**config.mk**
```make
export PLATFORM = sky130hd
export DESIGN_NAME = period_meter
export DESIGN_NICKNAME = d
export VERILOG_FILES = /design/src/rtl/period_meter_pkg.sv /design/src/rtl/period_meter_edge_sync.sv /design/src/rtl/period_meter.sv
export SDC_FILE = /design/constraint.sdc
export NUM_CORES = 1
export LEC_CHECK = 0
export ABC_AREA = 1
export CORE_MARGIN = 2
export CORE_UTILIZATION = 55
export CTS_BUF_LIST = sky130_fd_sc_hd__clkbuf_8
export DETAILED_ROUTE_END_ITERATION = 6
export PLACE_DENSITY = 0.84
export SETUP_SLACK_MARGIN = 0.02
export SYNTH_ARGS = -nofsm -noshare
export SYNTH_HDL_FRONTEND = slang
export SYNTH_SLANG_ARGS = --single-unit
```
**constraint.sdc**
```tcl
create_clock -name clock_in -period 4.3 [get_ports clock_in]
set_clock_uncertainty 0.05 [all_clocks]
set_input_delay 0.86 -clock clock_in [delete_from_list [all_inputs] [get_ports clock_in]]
set_output_delay 0.86 -clock clock_in [all_outputs]
set_load 0.05 [all_outputs]
```
**src/rtl/period_meter_pkg.sv**
```systemverilog
// rtl/period_meter_pkg.sv - shared FSM state type and default sizing for period_meter
package period_meter_pkg;

   typedef enum logic {
      ST_IDLE    = 1'b0,
      ST_MEASURE = 1'b1
   } state_t;

   // Defaults shared with clock divider instances
   localparam int DEFAULT_COUNTER_SIZE = 24;
   localparam int DEFAULT_TIMEOUT      = 12000000;
   localparam int DEFAULT_SYNC_STAGES  = 2;

endpackage

```
**src/rtl/period_meter_edge_sync.sv**
```systemverilog
// rtl/period_meter_edge_sync.sv - signal_in synchroniser chain with rise/fall detection
module edge_sync #(
   parameter int SYNC_STAGES = 2
) (
   input  logic clock_in,
   input  logic reset_n,
   input  logic signal_in,
   output logic level,
   output logic rise,
   output logic fall
);

   logic [SYNC_STAGES-1:0] sync_r;
   logic                   prev_r;

   always_ff @(posedge clock_in or negedge reset_n) begin
      if (!reset_n) begin
         sync_r <= '0;
         prev_r <= 1'b0;
      end else begin
         sync_r <= {sync_r[SYNC_STAGES-2:0], signal_in};
         prev_r <= sync_r[SYNC_STAGES-1];
      end
   end

   assign level = sync_r[SYNC_STAGES-1];
   assign rise  = level & ~prev_r;
   assign fall  = ~level & prev_r;

endmodule

```
**src/rtl/period_meter.sv**
```systemverilog
// rtl/period_meter.sv - measures signal_in period in clock_in cycles with timeout
// Optional high-phase measurement enabled by defining PERIOD_METER_DUTY_EN.
module period_meter
   import period_meter_pkg::*;
#(
   parameter int COUNTER_SIZE = DEFAULT_COUNTER_SIZE,
   parameter int TIMEOUT      = DEFAULT_TIMEOUT,
   parameter int SYNC_STAGES  = DEFAULT_SYNC_STAGES
) (
   input  logic                    clock_in,
   input  logic                    reset_n,
   input  logic                    signal_in,
   output logic [COUNTER_SIZE-1:0] period_out,
   output logic                    period_valid,
   output logic                    timeout,
   output logic [COUNTER_SIZE-1:0] high_time_out
);

   localparam logic [COUNTER_SIZE-1:0] TIMEOUT_CNT = COUNTER_SIZE'(TIMEOUT);
   localparam logic [COUNTER_SIZE-1:0] ONE         = COUNTER_SIZE'(1);

   logic                    level;
   logic                    rise;
   logic                    fall;
   state_t                  state;
   logic [COUNTER_SIZE-1:0] count;

   edge_sync #(
      .SYNC_STAGES (SYNC_STAGES)
   ) u_edge_sync (
      .clock_in  (clock_in),
      .reset_n   (reset_n),
      .signal_in (signal_in),
      .level     (level),
      .rise      (rise),
      .fall      (fall)
   );

   always_ff @(posedge clock_in or negedge reset_n) begin
      if (!reset_n) begin
         state        <= ST_IDLE;
         count        <= '0;
         period_out   <= '0;
         period_valid <= 1'b0;
         timeout      <= 1'b0;
      end else begin
         period_valid <= 1'b0;
         case (state)
            ST_IDLE: begin
               count <= '0;
               // First edge only arms the measurement; there is no prior edge to measure from
               if (rise) begin
                  state   <= ST_MEASURE;
                  count   <= ONE;
                  timeout <= 1'b0;
               end
            end
            ST_MEASURE: begin
               // An edge landing exactly on the limit still counts as a valid period
               if (rise) begin
                  period_out   <= count;
                  period_valid <= 1'b1;
                  count        <= ONE;
               end else if (count == TIMEOUT_CNT) begin
                  timeout <= 1'b1;
                  state   <= ST_IDLE;
                  count   <= '0;
               end else begin
                  count <= count + ONE;
               end
            end
            default: state <= ST_IDLE;
         endcase
      end
   end

`ifdef PERIOD_METER_DUTY_EN
   logic [COUNTER_SIZE-1:0] high_count;
   logic [COUNTER_SIZE-1:0] high_latch;
   logic [COUNTER_SIZE-1:0] high_time_r;

   always_ff @(posedge clock_in or negedge reset_n) begin
      if (!reset_n) begin
         high_count  <= '0;
         high_latch  <= '0;
         high_time_r <= '0;
      end else begin
         // The rise cycle itself is the first high cycle of the period
         if (rise) begin
            high_count <= ONE;
         end else if (state == ST_MEASURE && level) begin
            high_count <= high_count + ONE;
         end
         if (fall) begin
            high_latch <= high_count;
         end
         if (state == ST_MEASURE && rise) begin
            high_time_r <= high_latch;
         end
      end
   end

   assign high_time_out = high_time_r;
`else
   logic unused_sync;
   assign unused_sync   = ^{level, fall};
   assign high_time_out = '0;
`endif

endmodule
```
==> run_1/util_map.png <==
Scale: 4 px per um. 7 x 7 tiles, from black (low) to pale yellow (high), 0 to 100% covered.
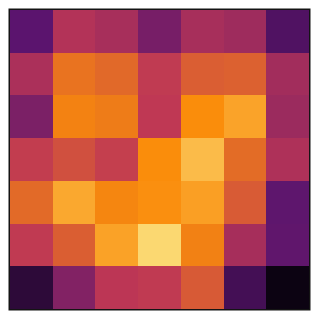
emptiest ninth of the die = bottom right
tiles over 75% full = 18%
fullest tile = 92%
mean over tiles = 54%
initial cell density of the core: 57.5%
core region area: 0.00479 mm^2
core utilization of the finished layout: 64.3%

==> run_1/clock_nets.png <==
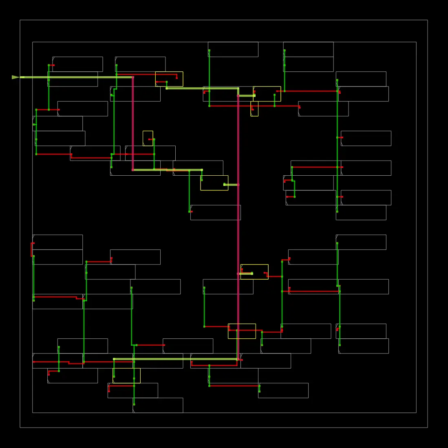
insertion delay at the late pin of the worst-skew pair: 310 ps
sequential cell count of the final layout: 54
number of CTS-inserted buffers: 5

==> run_1/clock_wires.png <==
Scale: 8 px per um.
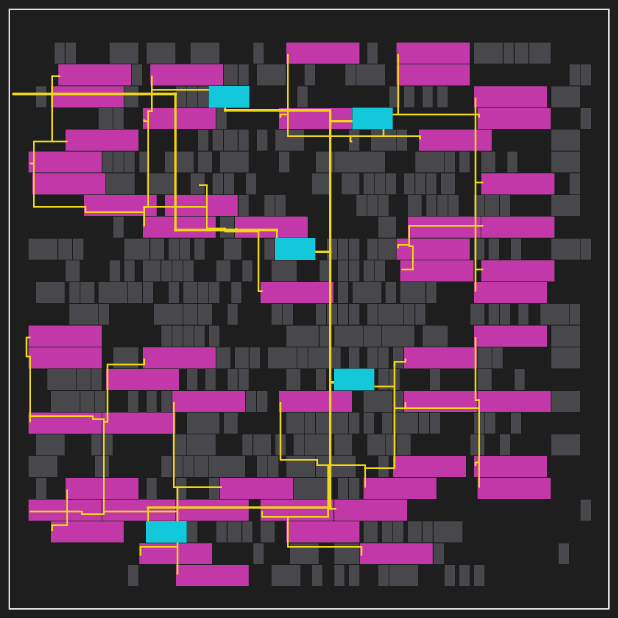
yellow -> clock wires  # length 558 um
cyan -> clock-net drivers  # count 5
magenta -> flip-flops  # count 54
flops lie = spread over the die

==> flow_results.org, run 1 <==
#+TITLE: Implementation results

** Outcome
- The run finished with clean final reports.

** Synth
- Chip area from the yosys synthesis statistics :: around 0.0028 mm^2
- After Yosys synthesis, AND-OR and OR-AND compound gates account for 4.41% of the synthesized area.
- Simple-gate share of the synthesized area :: between 20% and 30%
- Counting instances in the post-synthesis netlist gives the leading cell types as nand2_1 (74), dfrtp_1 (54), nor2_1 (51), inv_1 (30), buf_4 (25).
- XOR/XNOR Area Share :: approximately 3.2%
- In the synthesized netlist, the number of instances is 324.
- In the Yosys report, the sequential cells make up between 40 and 50% of the chip area.
- The synthesis stat section lists a flop and latch total of approximately 54.
- Synth mux share :: 0%
- In this run the mean area of a mapped cell was around 8.5 um^2.
- Per the synthesis report, the dominant area consumer among library cells is dfrtp_1.
- Synth logic family :: simple AND/OR/NAND/NOR gates
- Post-synth the commonest register cell is dfrtp_1.
- Yosys Warn Count :: 0

** Timing
- At the pin with the least slew margin, the transition time is roughly 660 ps.
- Setup repair after global routing left no endpoint under its margin.
- Pins Over Slew Limit :: 0
- Worst Slack Setup Final :: about 1900 ps
- Hold Fails Final Rpt :: 0

** Worst setup path
- For the worst setup path, the data arrival time is about 1500 ps.
- Type of destination of the critical path :: primary output
- Worst stage delay on the critical path :: 810 ps
- Worst Path Buf+Inv :: 1
- End point of the critical path :: period_out[22]
- Measured in cells, the most critical reg-to-reg path has a length of 9.
- The required time at the worst endpoint is listed as between 3000 and 4000 ps.
- The setup path with the least slack is of type reg -> out.
- Looking at the critical path, the highest net fanout was 2.
- In this run the critical path is formed by clkdlybuf4s50_1.
- WP depth :: 1

** Detailed routing
- Number of DRC violations after detailed-routing iteration 0 :: around 120
- Top routing layer used :: met4
- Wires add up to 4.99 mm.
- According to the report, the first pass of detailed routing completed in 4 iterations.

** Layout
- After routing the design area is between 0.003 and 0.004 mm^2.
- The final antenna diode tally reported by the flow is 0.
- Fraction of area in registers :: between 40% and 50%
- Final non-clock buffer share :: 9.18%
- Area of the multi-input gates :: between 0.001 and 0.0015 mm^2
- The layout contains a multi-input combinational cell count of 230.
- Area used by sequential logic in the layout :: 0.00135 mm^2
- Regs by FF count :: count (24), period_out (24), u_edge_sync.sync_r (2)
- Fill cells :: between 400 and 500

** Pwr
- Of the total power, combinational logic draws between 20% and 30%.
- Switching power summed over all nets :: approximately 0.00037 W
- In this run, flip-flops and latches consume 52.2% of the power.
- Reported clock group power :: about 0.00028 W
- Combinational power for this build is between 0.0002 and 0.00025 W.
- Leak pwr :: between 1 and 1.5 nW
- Cell internal power was estimated by the tool at around 0.00073 W.
- Power after layout :: around 0.0011 W
- Total power normalized to cell area comes to about 360 mW/mm^2.

** CTS
- Root Buffer Master :: clkbuf_8
- Post-CTS resize count :: 0
- CTS Sinks :: ~54
- In the CTS report, the clock slew at the register clock pins of the worst setup and hold paths is listed as roughly 90 ps.
- Maximum buffer depth of the clock tree :: 2
- The report puts the hold buffer count at CTS at 0.

** Job
- Warning total across the stage logs :: 27

** GRT
- Global routing consumed, on the met3 layer, under 10% of the routing resources.
- The first global-routing pass estimated roughly 8.7 mm of wire.
- Global routing finished with a remaining overflow of 0.
- The global routing report lists met1 layer usage as between 20% and 30%.
- The number of antenna violations at the first check in global routing came to 0.
- Global routing met2 resource utilization :: between 30 and 40%

** Min path
- Hold path depth :: 0

** Place
- Number of cells after detailed placement :: 413

** Die
- The floorplan report gives the top-level pin count as 53.
==> run 2: changes to the inputs <==
--- a/config.mk
+++ b/config.mk
@@ -7,10 +7,10 @@
 export LEC_CHECK = 0
 export ABC_AREA = 1
 export CORE_MARGIN = 2
-export CORE_UTILIZATION = 55
+export CORE_UTILIZATION = 54
 export CTS_BUF_LIST = sky130_fd_sc_hd__clkbuf_8
 export DETAILED_ROUTE_END_ITERATION = 6
-export PLACE_DENSITY = 0.84
+export PLACE_DENSITY = 0.83
 export SETUP_SLACK_MARGIN = 0.02
 export SYNTH_ARGS = -nofsm -noshare
 export SYNTH_HDL_FRONTEND = slang
==> constraint.sdc (replaced) <==
create_clock -name clock_in -period 2.21 [get_ports clock_in]
set_clock_uncertainty 0.05 [all_clocks]
set_input_delay 0.442 -clock clock_in [delete_from_list [all_inputs] [get_ports clock_in]]
set_output_delay 0.442 -clock clock_in [all_outputs]
set_load 0.05 [all_outputs]
==> run_2/closeup.png <==
Region (25, 25) to (50, 50) um. Cells in gray, sequential cells in the stronger gray; small squares are vias.
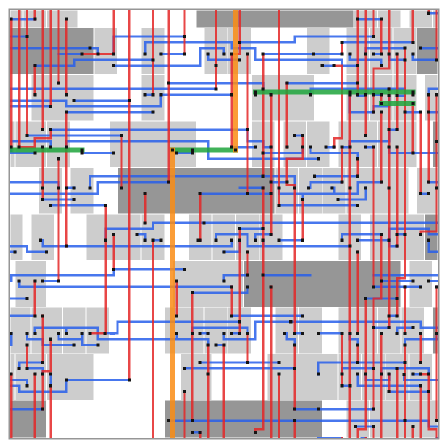
green -> M3
red -> M2
orange -> M4
blue -> M1
cells with their middle in the window = 68
most frequent = nand2_1 (19), nor2_1 (18), inv_1 (8)
netlist names of flops here include = `count` (4)
sequential cells in the window = 4

==> run_2/clock_wires.png <==
Scale: 8 px per um.
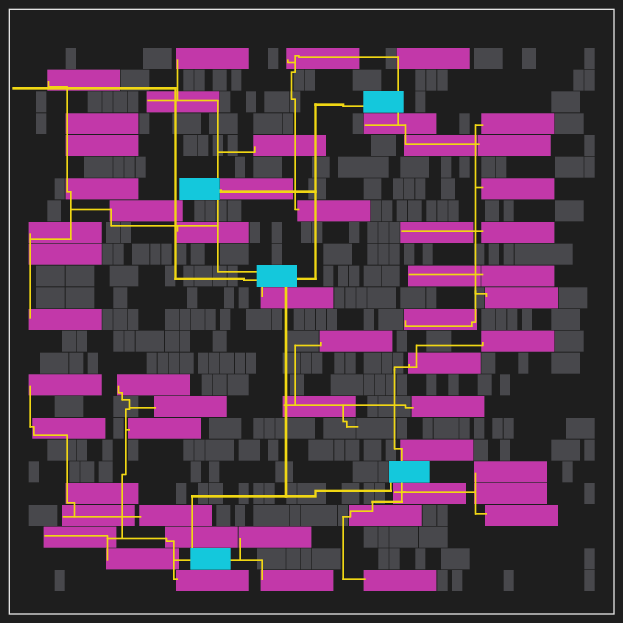
clock share of power: 25.1%
reported clock group power: 0.000536 W

==> flow_results.org, run 2 <==
#+TITLE: Implementation results

** Worst setup path
- The worst setup path is of the reg -> out kind.
- The number of cells on the critical path was 1 (unchanged).
- The depth of the worst register-to-register path came to 10 (+1).
- The largest incremental delay on the critical path came to 810 ps (about the same).
- The most critical setup path has its endpoint at timeout.
- Worst path required time :: 1720 ps (-1670 ps)
- The worst setup path is captured at a primary output.
- Cell chain of the critical path :: clkdlybuf4s50_1

** Detailed routing
- Final routed wirelength across all metal layers :: 5.06 mm (+1.4%)
- Number of DRC violations after detailed-routing iteration 0 :: 148 (+28%)

** CTS
- CTS Sinks :: 54 (unchanged)
- Number of CTS-inserted buffers :: 5 (unchanged)
- The source-to-sink clock delay at the later pin of the worst-skew pair is 310 ps (about the same).

** Synth
- The number of instances in the synthesized netlist was 324 (unchanged).
- In the synthesized netlist, the dominant kind of combinational cell is simple AND/OR/NAND/NOR gates.
- Simple-gate share of the synthesized area :: 29.9% (unchanged)
- Yosys Warn Count :: 0 (unchanged)
- The register bit count reported by yosys is 54 (unchanged).
- The fraction of the mapped netlist area in compound gates was 4.41% (unchanged).
- The multiplexer share of the synthesized area came to 0% (unchanged).

** Job
- The count of warning messages emitted by the tools was 27 (unchanged).

** Pwr
- The leakage component of the power is 1.36 nW (+0.41%).
- Internal power :: 0.00142 W (+94%)
- The reported net switching power is 0.000715 W (+94%).
- The total power per unit cell area is 690 mW/mm^2 (+93%).

** GRT
- The global route total overflow is 0 (unchanged).
- The met1 track utilization from global routing is 28.1% (-0.97 points).
- The number of antenna violations at the first check in global routing was 0 (unchanged).

** Timing
- Worst slew pin tran :: 591 ps (-68.4 ps)
- Hold Fails Final Rpt :: 0 (unchanged)

** Layout
- Core utilization of the finished layout :: 64.3% (about the same)
- The area of the multi-input gates was 0.00115 mm^2 (unchanged).
- # diodes :: 0 (unchanged)
- Cell area after layout :: 0.00310 mm^2 (+0.61%)

** Outcome
- The flow ran to the end, and the final reports show no timing, DRC or antenna violations.
==> run 3: changes to the inputs <==
--- a/config.mk
+++ b/config.mk
@@ -10,6 +10,7 @@
 export CORE_UTILIZATION = 54
 export CTS_BUF_LIST = sky130_fd_sc_hd__clkbuf_8
 export DETAILED_ROUTE_END_ITERATION = 6
+export GPL_ROUTABILITY_DRIVEN = 0
 export PLACE_DENSITY = 0.83
 export SETUP_SLACK_MARGIN = 0.02
 export SYNTH_ARGS = -nofsm -noshare
==> run_3/clock_wires.png <==
Scale: 8 px per um.
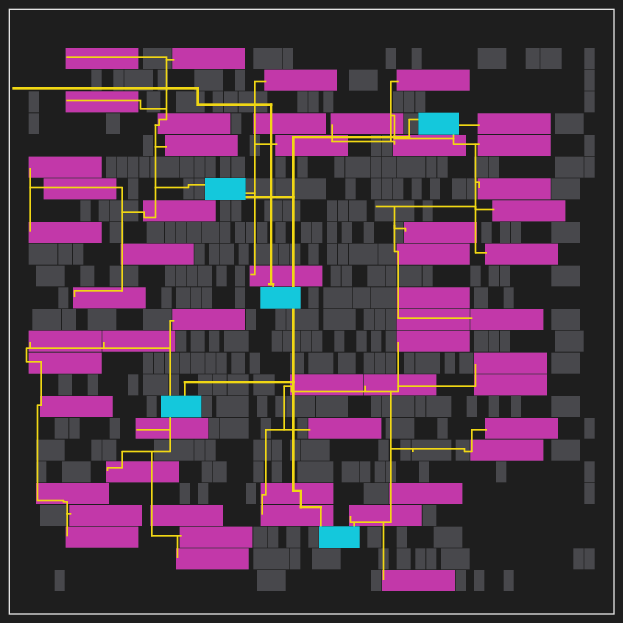
clock share of power: 28.0%
reported clock group power: 0.000622 W

==> run_3/closeup.png <==
Region (25, 25) to (50, 50) um. Cells in gray, sequential cells in the stronger gray; small squares are vias.
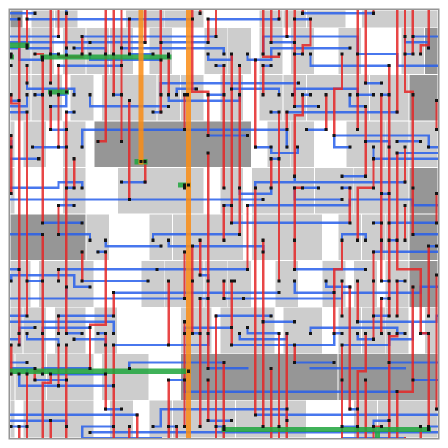
blue -> M1
orange -> M4
red -> M2
green -> M3
cells with their middle in the window = 77
sequential cells in the window = 3
netlist names of flops here include = `count` (3)
most frequent = nand2_1 (22), nor2_1 (20), inv_1 (6)

==> flow_results.org, run 3 <==
#+TITLE: Implementation results

** Detailed routing
- The overall routed net length is 5.00 mm (-1.1%).
- Number of DRC violations after detailed-routing iteration 0 :: 162 (+9.5%)
- Routed length on met2 :: about 2.4 mm

** Synth
- The multiplexer share of the synthesized area came to 0% (unchanged).
- After synthesis, the largest family of logic cells by area is simple AND/OR/NAND/NOR gates.
- The fraction of the mapped netlist area in compound gates is 4.41% (unchanged).
- The register bit count reported by yosys came to 54 (unchanged).
- Simple-gate share of the synthesized area :: 29.9% (unchanged)
- The number of instances in the synthesized netlist came to 324 (unchanged).

** Outcome
- Result of the run :: finished clean

** Worst setup path
- The number of cells on the critical path is 1 (unchanged).
- Cell chain of the critical path :: clkdlybuf4s50_1
- The largest incremental delay on the critical path is 810 ps (about the same).
- WS Path Type :: reg -> out
- STA classifies the critical path endpoint as a primary output.
- According to the timing report, the critical path is captured at period_out[20].

** CTS
- The total number of clock tree sinks was 54 (unchanged).
- The source-to-sink clock delay at the later pin of the worst-skew pair is 310 ps (about the same).
- Number of CTS-inserted buffers :: 5 (unchanged)

** Pwr
- P per Cell Area :: 713 mW/mm^2 (+3.4%)
- Power after layout :: 0.00222 W
- The cell-internal power is 0.00150 W (+5.2%).
- The switching portion of total power comes to 32.6%.
- The leakage component of the power was 1.37 nW (+0.72%).
- The reported net switching power was 0.000725 W (+1.4%).

** GRT
- The global route total overflow is 0 (unchanged).
- Global-route wire length before repair :: roughly 8.5 mm
- Met1 Resource Use GR :: 25.3% (-2.7 points)

** Layout
- Area of the multi-input gates :: 0.00115 mm^2 (unchanged)
- Final non-clock buffer share :: 9.57%
- Number of non-clock inverters :: 33
- # diodes :: 0 (unchanged)

** Job
- Warning total across the stage logs :: 27 (unchanged)

** Timing
- The final count of hold timing violations was 0 (unchanged).
- Worst slew pin tran :: 682 ps (+91.1 ps)
Power is estimated from default activity; no workload was simulated.
